--- src/rtl/compute_module.sv ---
`default_nettype none
// ============================================================================
// Module   : compute_module
// Brief    : Keypad calculator sequencer; optional COMPUTE_EDGE_DETECT_EN.
// Revision : 1.0
// ============================================================================
module compute_module (
    input  logic clk,
    input  logic rst,
    input  logic enter,
    input  logic number,
    input  logic total,
    input  logic clear,
    input  logic valid,
    output logic update,
    output logic show,
    output logic store,
    output logic reset
);

    typedef enum logic [2:0] {
        IDLE      = 3'd0,
        FIRST     = 3'd1,
        WAIT_NEXT = 3'd2,
        NEXT      = 3'd3,
        SHOWING   = 3'd4
    } state_t;

    state_t r_state;
    state_t w_next;
    logic   r_update, r_show, r_store, r_reset;
    logic   w_update, w_store, w_reset;
    logic   w_p_enter, w_p_number, w_p_total, w_p_clear;

`ifdef COMPUTE_EDGE_DETECT_EN
    logic r_enter_d, r_number_d, r_total_d, r_clear_d;

    // History follows the keys during reset so a held key is not a press.
    always_ff @(posedge clk) begin
        r_enter_d  <= enter;
        r_number_d <= number;
        r_total_d  <= total;
        r_clear_d  <= clear;
    end

    assign w_p_enter  = enter  & ~r_enter_d;
    assign w_p_number = number & ~r_number_d;
    assign w_p_total  = total  & ~r_total_d;
    assign w_p_clear  = clear  & ~r_clear_d;
`else
    assign w_p_enter  = enter;
    assign w_p_number = number;
    assign w_p_total  = total;
    assign w_p_clear  = clear;
`endif

    // Priority clear > total > number > enter; lower presses are dropped.
    always_comb begin
        w_next   = r_state;
        w_update = 1'b0;
        w_store  = 1'b0;
        w_reset  = 1'b0;
        if (w_p_clear) begin
            w_reset = 1'b1;
            w_next  = IDLE;
        end else if (w_p_total) begin
            if (r_state == FIRST || r_state == NEXT || r_state == SHOWING)
                w_next = SHOWING;
        end else if (w_p_number) begin
            if (r_state == FIRST || r_state == NEXT || r_state == SHOWING)
                w_next = WAIT_NEXT;
        end else if (w_p_enter && valid) begin
            case (r_state)
                IDLE, SHOWING: begin
                    w_store = 1'b1;
                    w_next  = FIRST;
                end
                WAIT_NEXT: begin
                    w_update = 1'b1;
                    w_next   = NEXT;
                end
                default: w_next = r_state;
            endcase
        end
    end

    always_ff @(posedge clk) begin
        if (rst) begin
            r_state  <= IDLE;
            r_update <= 1'b0;
            r_show   <= 1'b0;
            r_store  <= 1'b0;
            r_reset  <= 1'b0;
        end else begin
            r_state  <= w_next;
            r_update <= w_update;
            r_show   <= (w_next == SHOWING);
            r_store  <= w_store;
            r_reset  <= w_reset;
        end
    end

    assign update = r_update;
    assign show   = r_show;
    assign store  = r_store;
    assign reset  = r_reset;

endmodule
`default_nettype wire

--- config.mk ---
export PLATFORM = sky130hd
export DESIGN_NAME = compute_module
export DESIGN_NICKNAME = d
export VERILOG_FILES = /design/src/rtl/compute_module.sv
export SDC_FILE = /design/constraint.sdc
export NUM_CORES = 1
export LEC_CHECK = 0
export ABC_AREA = 0
export CAP_MARGIN = 20
export CORE_AREA = 10 10 47 49
export DETAILED_ROUTE_END_ITERATION = 6
export DIE_AREA = 0 0 57 59
export GPL_TIMING_DRIVEN = 0
export PLACE_DENSITY_LB_ADDON = 0.3
export SLEW_MARGIN = 0
export SYNTH_ARGS = -nofsm -noshare
export SYNTH_HDL_FRONTEND = slang
export SYNTH_SLANG_ARGS = --single-unit
--- constraint.sdc ---
create_clock -name clk -period 1.45 [get_ports clk]
set_input_delay 0.145 -clock clk [delete_from_list [all_inputs] [get_ports clk]]
set_output_delay 0.145 -clock clk [all_outputs]
set_load 0.02 [all_outputs]
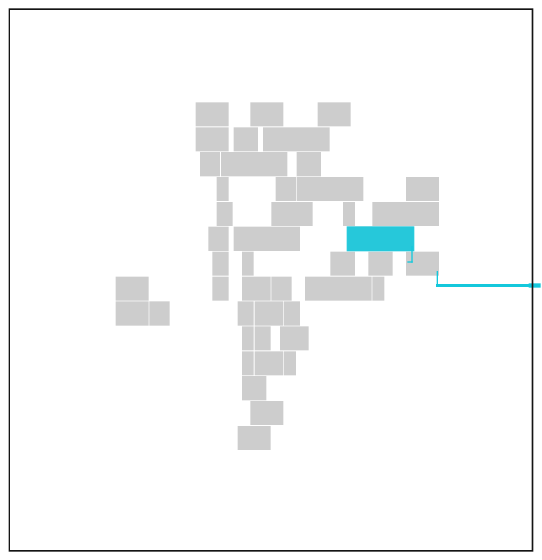
(run_1/port_trees.png)
[`update`] cyan | bits: 1 | direction: output | edge: right | end cells: 1 | buffers: 1 | wire: 13.6 µm
top-level port count: 11
PortBufs: 10

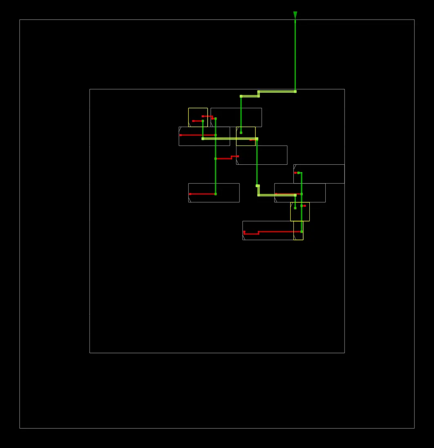
(run_1/clock_nets.png)
count of flip-flops and latches: 7
final clock skew: 0.692 ps
Layout clock buffers: 4
clock-net power: 0.000171 W
total clock buffers created by CTS: 3

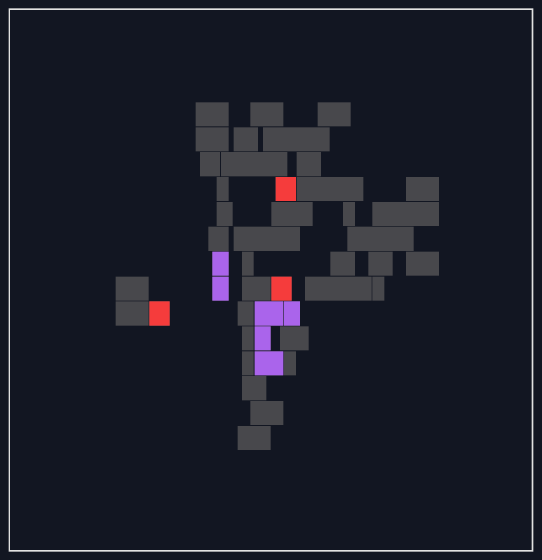
(run_1/gates.png)
[and/or cells] red | cells: 3 | most used: and2_1
[aoi and oai cells] purple | cells: 6 | most used: a21oi_1 | where: middle

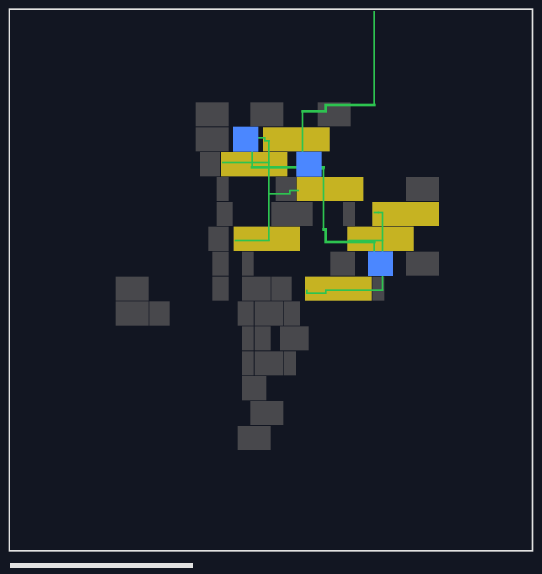
(run_1/clock_wires.png)
Bar = 20 µm.
[clock-net drivers] blue | count: 3
[flip-flops] yellow | count: 7
[clock wires] green | length: 100 µm
routed clock nets: 4
clock network latency to the later pin of the worst-skew pair: 240 ps
Clock Power Share: 0.423

==> flow_results.org, run 1 <==
#+TITLE: Implementation results

** Synthesis
- Number of standard cells after synthesis :: 31
- Of all flip-flops after synthesis, the portion carrying an async set or reset was 0.
- Most area-consuming cells after synthesis :: sky130_fd_sc_hd__dfxtp_1, sky130_fd_sc_hd__and2_1, sky130_fd_sc_hd__a21oi_1
- Sorting the synthesis cell report by count puts at the top sky130_fd_sc_hd__dfxtp_1.
- Mux share :: 0
- The synthesis run shows the most used standard cells to be sky130_fd_sc_hd__dfxtp_1, sky130_fd_sc_hd__nor2_1, sky130_fd_sc_hd__a21oi_1, sky130_fd_sc_hd__and2_1.
- In the synthesized netlist the dominant register cell turns out to be sky130_fd_sc_hd__dfxtp_1.

** Pwr
- Switching power total :: 0.0000830 W
- Net Sw Frac :: 0.205
- Combinational share of power :: 0.093
- Part of the power in registers :: 0.484
- Per the OpenROAD power report, leakage power amounts to 0.152 nW.

** Timing
- Worst-margin pin slew :: 237 ps
- Pins Over Slew Limit :: 0
- Slack of the critical path :: 159 ps
- Smallest hold slack :: 487 ps
- Setup violation total in the final timing report :: 0

** Final layout
- Register bank with the most flops :: r_state
- Ratio of cells with drive above 1 in the final layout :: 0.133
- The register with the most flip-flops in the layout has 3 of them.

** Floorplan
- The floorplan step records an initial core utilization of 0.204.
- Core ar. :: 0.00140 mm²

** Placement
- The detailed placer reported the number of placed instances as 57.

** Job
- The tool flagged a number of max-cap violations equal to 0.
- The logs give a warning total of 26.

** Route
- The script parses the final routing iteration and logs DRC violations as 0.
- Uppermost routed layer :: met3
- Routed met1 length :: 243 µm
- Routed vias :: 260
- The violation tally recorded at the end of detailed-routing iteration 0 is 3.

** Worst setup path
- Slowest CP cell :: sky130_fd_sc_hd__clkdlybuf4s50_1
- Following the worst setup path forward leads to its endpoint at reset.

** Clock tree
- CTS resizes :: 0
- Number of buffers between clock root and the deepest sink :: 2
- Hold-fix buffers at CTS :: 0

** Worst hold path
- The number of cells on the worst hold path is listed as 2.
- Worst hold path endpoint :: reset

** Run status
- The run finished with clean final reports.
[run 1: kinds of logic after synthesis]
logic type             count (synthesis)
DFF                                    7
buffers and inverters                  1
and+or+nand+nor                       17
AOI/OAI and AO/OA                      6
[run 1: power by group through the flow]
stage,registers (W),logic (W),clock network (W)
2_1_floorplan,0.000202,0.0000108,0
3_5_place_dp,0.000200,0.0000382,0
4_1_cts,0.000196,0.0000382,0.000180
5_1_grt,0.000196,0.0000418,0.000193
3_3_place_gp,0.000200,0.0000380,0
6_report,0.000196,0.0000378,0.000171
[run 1: area by class of cell]
class | count | share of cell area
multi-input cells | 23 | 0.329
clock buffers | 4 | 0.0607
inverters | 1 | 0.00867
flip-flops and latches | 7 | 0.324
well taps | 16 | 0.0462
repair buffers | 10 | 0.231
==> run_1/layers.png <==
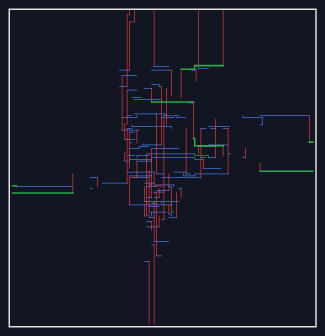

## Run 2: what changed since run 1
--- a/config.mk
+++ b/config.mk
@@ -8,9 +8,9 @@
 export ABC_AREA = 0
 export CAP_MARGIN = 20
 export CORE_AREA = 10 10 47 49
+export CTS_CLUSTER_SIZE = 28
 export DETAILED_ROUTE_END_ITERATION = 6
 export DIE_AREA = 0 0 57 59
-export GPL_TIMING_DRIVEN = 0
 export PLACE_DENSITY_LB_ADDON = 0.3
 export SLEW_MARGIN = 0
 export SYNTH_ARGS = -nofsm -noshare
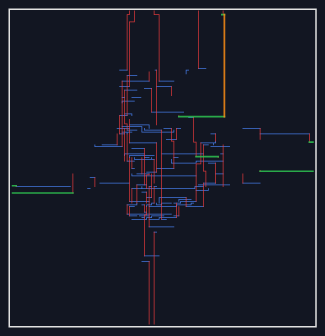
(run_2/layers.png)
[M2] red | wire length: 307 µm
[M3] green | wire length: 35.4 µm
[M4] orange | wire length: 19.0 µm
[M1] blue | wire length: 285 µm

==> flow_results.org, run 2 <==
#+TITLE: Implementation results

** Route
- Residual DRC count :: 0
- Uppermost routed layer :: met4
- Per the log, the first TritonRoute iteration ended with a DRC count of 2.
- Routed vias :: 271
- Routed met1 length :: 285 µm

** Placement
- The buffer_ports step reported a buffer count of 10.

** Pwr
- Leakage power :: 0.152 nW
- Net Sw Frac :: 0.214
- Reported combinational group power :: 0.0000380 W
- Clock Power Share :: 0.430
- For this design the total switching power over the nets is 0.0000876 W.
- The power report attributes to the sequential group a share of 0.477.
- Power drawn by the sequential cells :: 0.000196 W
- The clock network consumes a total of 0.000176 W.
- The power report attributes to the combinational group a share of 0.093.

** Synthesis
- By count the netlist is led by sky130_fd_sc_hd__dfxtp_1, sky130_fd_sc_hd__nor2_1, sky130_fd_sc_hd__a21oi_1, sky130_fd_sc_hd__and2_1.
- Primary FF master, synth :: sky130_fd_sc_hd__dfxtp_1
- By instance count, the leading cell after synthesis is sky130_fd_sc_hd__dfxtp_1.
- The share of the Yosys chip area taken by registers is 0.489.
- Synth async-reset ratio :: 0
- Counting every instance in the synthesized netlist gives 31.

** Global routing
- Per the GRT congestion report, total overflow comes to 0.

** Floorplan
- The chip occupies 0.00336 mm².
- In this run the standard cell core region covers 0.00140 mm².
- Starting density of the core :: 0.204
- The floorplan report gives the top-level pin count as 11.

** Timing
- In the final report, the number of hold violations comes to 0.
- At the pin with the least slew margin, the transition time is 248 ps.
- Once routing completed, OpenROAD measured the worst setup slack at 153 ps.
- Pins Over Slew Limit :: 0
- Smallest hold slack :: 482 ps
- Summed over all failing endpoints, the final setup total negative slack is 0 ps.
- On the final layout, the worst clock skew is 7.77 ps.

** Job
- Max capacitance violation total :: 0
- Number of warnings in the stage logs :: 26

** Worst hold path
- Cells on Worst Hold Path :: 2
- Worst hold path endpoint :: reset

** Final layout
- Ratio of cells with drive above 1 in the final layout :: 0.133
- Flip-flop count of the largest register, all copies and words added :: 3
- Register bank with the most flops :: r_state

** Clock tree
- No sink is reached through more buffers than the 2 on the longest clock path.
- The number of hold buffers added after CTS was 0.
- The clock reaches the later pin of the worst-skew pair after 250 ps.
- After clock tree synthesis, the repair step resized 0 gates.

** Run status
- Result of the run :: finished, final reports clean

** Worst setup path
- OpenSTA lists the critical path endpoint as reset.
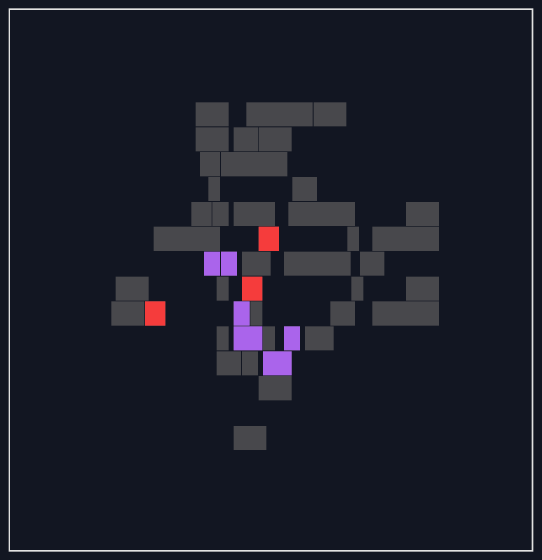
(run_2/gates.png)
final non-filler cell total: 61
most frequent standard cell in the layout excluding fill and tap cells: sky130_fd_sc_hd__clkdlybuf4s50_1

run 2: cell counts in the layout (fill, tap and decap cells not counted):
Identical to the previous run, type by type.
run 2: kinds of logic (layout without fill, tap and decap cells):
kind of cell,count (synthesis),count (layout),synth area share
AOI/OAI and AO/OA,6,6,0.131
buffers and inverters,1,15,0.0131
and+or+nand+nor,17,17,0.367
DFF,7,7,0.489
run 2: layout make-up:
cell class	instances	area (µm²)	share of cell area
timing repair buffer	10	100	0.231
tap	16	20.0	0.0462
multi-input combinational	23	143	0.329
inverter	1	3.75	0.00867
sequential	7	140	0.324
clock buffer	4	26.3	0.0607
## Run 3: what changed since run 2
--- a/config.mk
+++ b/config.mk
@@ -8,7 +8,6 @@
 export ABC_AREA = 0
 export CAP_MARGIN = 20
 export CORE_AREA = 10 10 47 49
-export CTS_CLUSTER_SIZE = 28
 export DETAILED_ROUTE_END_ITERATION = 6
 export DIE_AREA = 0 0 57 59
 export PLACE_DENSITY_LB_ADDON = 0.3
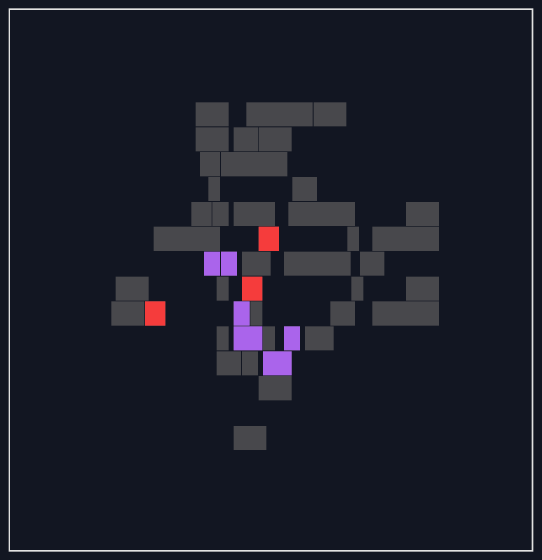
(run_3/gates.png)
fraction of area in multi-input gates: 0.329

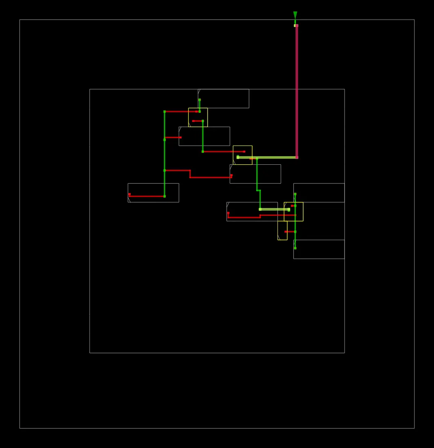
(run_3/clock_nets.png)
final clock skew: 7.77 ps
clock-net power: 0.000176 W

==> flow_results.org, run 3 <==
#+TITLE: Implementation results

** Timing
- Hold-check failures listed in the final report amount to 0.
- The final timing report lists a max-slew violation count of 0.
- The tightest hold path in the finished design has a slack of 482 ps.
- Setup violation total in the final timing report :: 0
- Summed over all failing endpoints, the final setup total negative slack is 0 ps.
- Looking at the max-slew report, the worst-margin pin has a slew of 248 ps.

** Run status
- Result of the run :: finished, final reports clean

** Global routing
- Summed over all layers, the global routing overflow is 0.

** Synthesis
- Yosys reports that the most numerous cell types are sky130_fd_sc_hd__dfxtp_1, sky130_fd_sc_hd__nor2_1, sky130_fd_sc_hd__a21oi_1, sky130_fd_sc_hd__and2_1.
- Synth async-reset ratio :: 0
- Of the synthesized area, sequential elements account for 0.489.

** Final layout
- Storage element area :: 140 µm²
- The count of cells in the finished layout, fillers not included, comes to 61.

** Job
- Summing over the stages, the warning tally comes to 26.
- The run reported a max-capacitance violation count of 0.

** Floorplan
- Starting density of the core :: 0.204
- Core ar. :: 0.00140 mm²
- Top-level port count :: 11

** Clock tree
- The skew report gives the latency at the later pin of the worst-skew pair as 250 ps.

** Worst hold path
- Cells on Worst Hold Path :: 2
- The endpoint of the worst hold path is reported as reset.

** Route
- The final route contains 271 vias.
- Uppermost routed layer :: met4

** Placement
- PortBufs :: 10
run 3: cell counts after synthesis:
Identical to the previous run, type by type.
run 3: kinds of logic after synthesis:
group	synth area share
and+or+nand+nor	0.367
DFF	0.489
AOI/OAI and AO/OA	0.131
buffers and inverters	0.0131
run 3: cell type report:
cell class | instances | share of cell area
sequential | 7 | 0.324
tap | 16 | 0.0462
timing repair buffer | 10 | 0.231
clock buffer | 4 | 0.0607
multi-input combinational | 23 | 0.329
inverter | 1 | 0.00867
run 3: power by group:
part           internal (W)  switching (W)  total (W)
Combinational     0.0000227      0.0000152  0.0000380
Clock              0.000105      0.0000714   0.000176
Sequential         0.000195     0.00000103   0.000196
Power figures rest on the tool's default switching activity, not on a simulated workload.
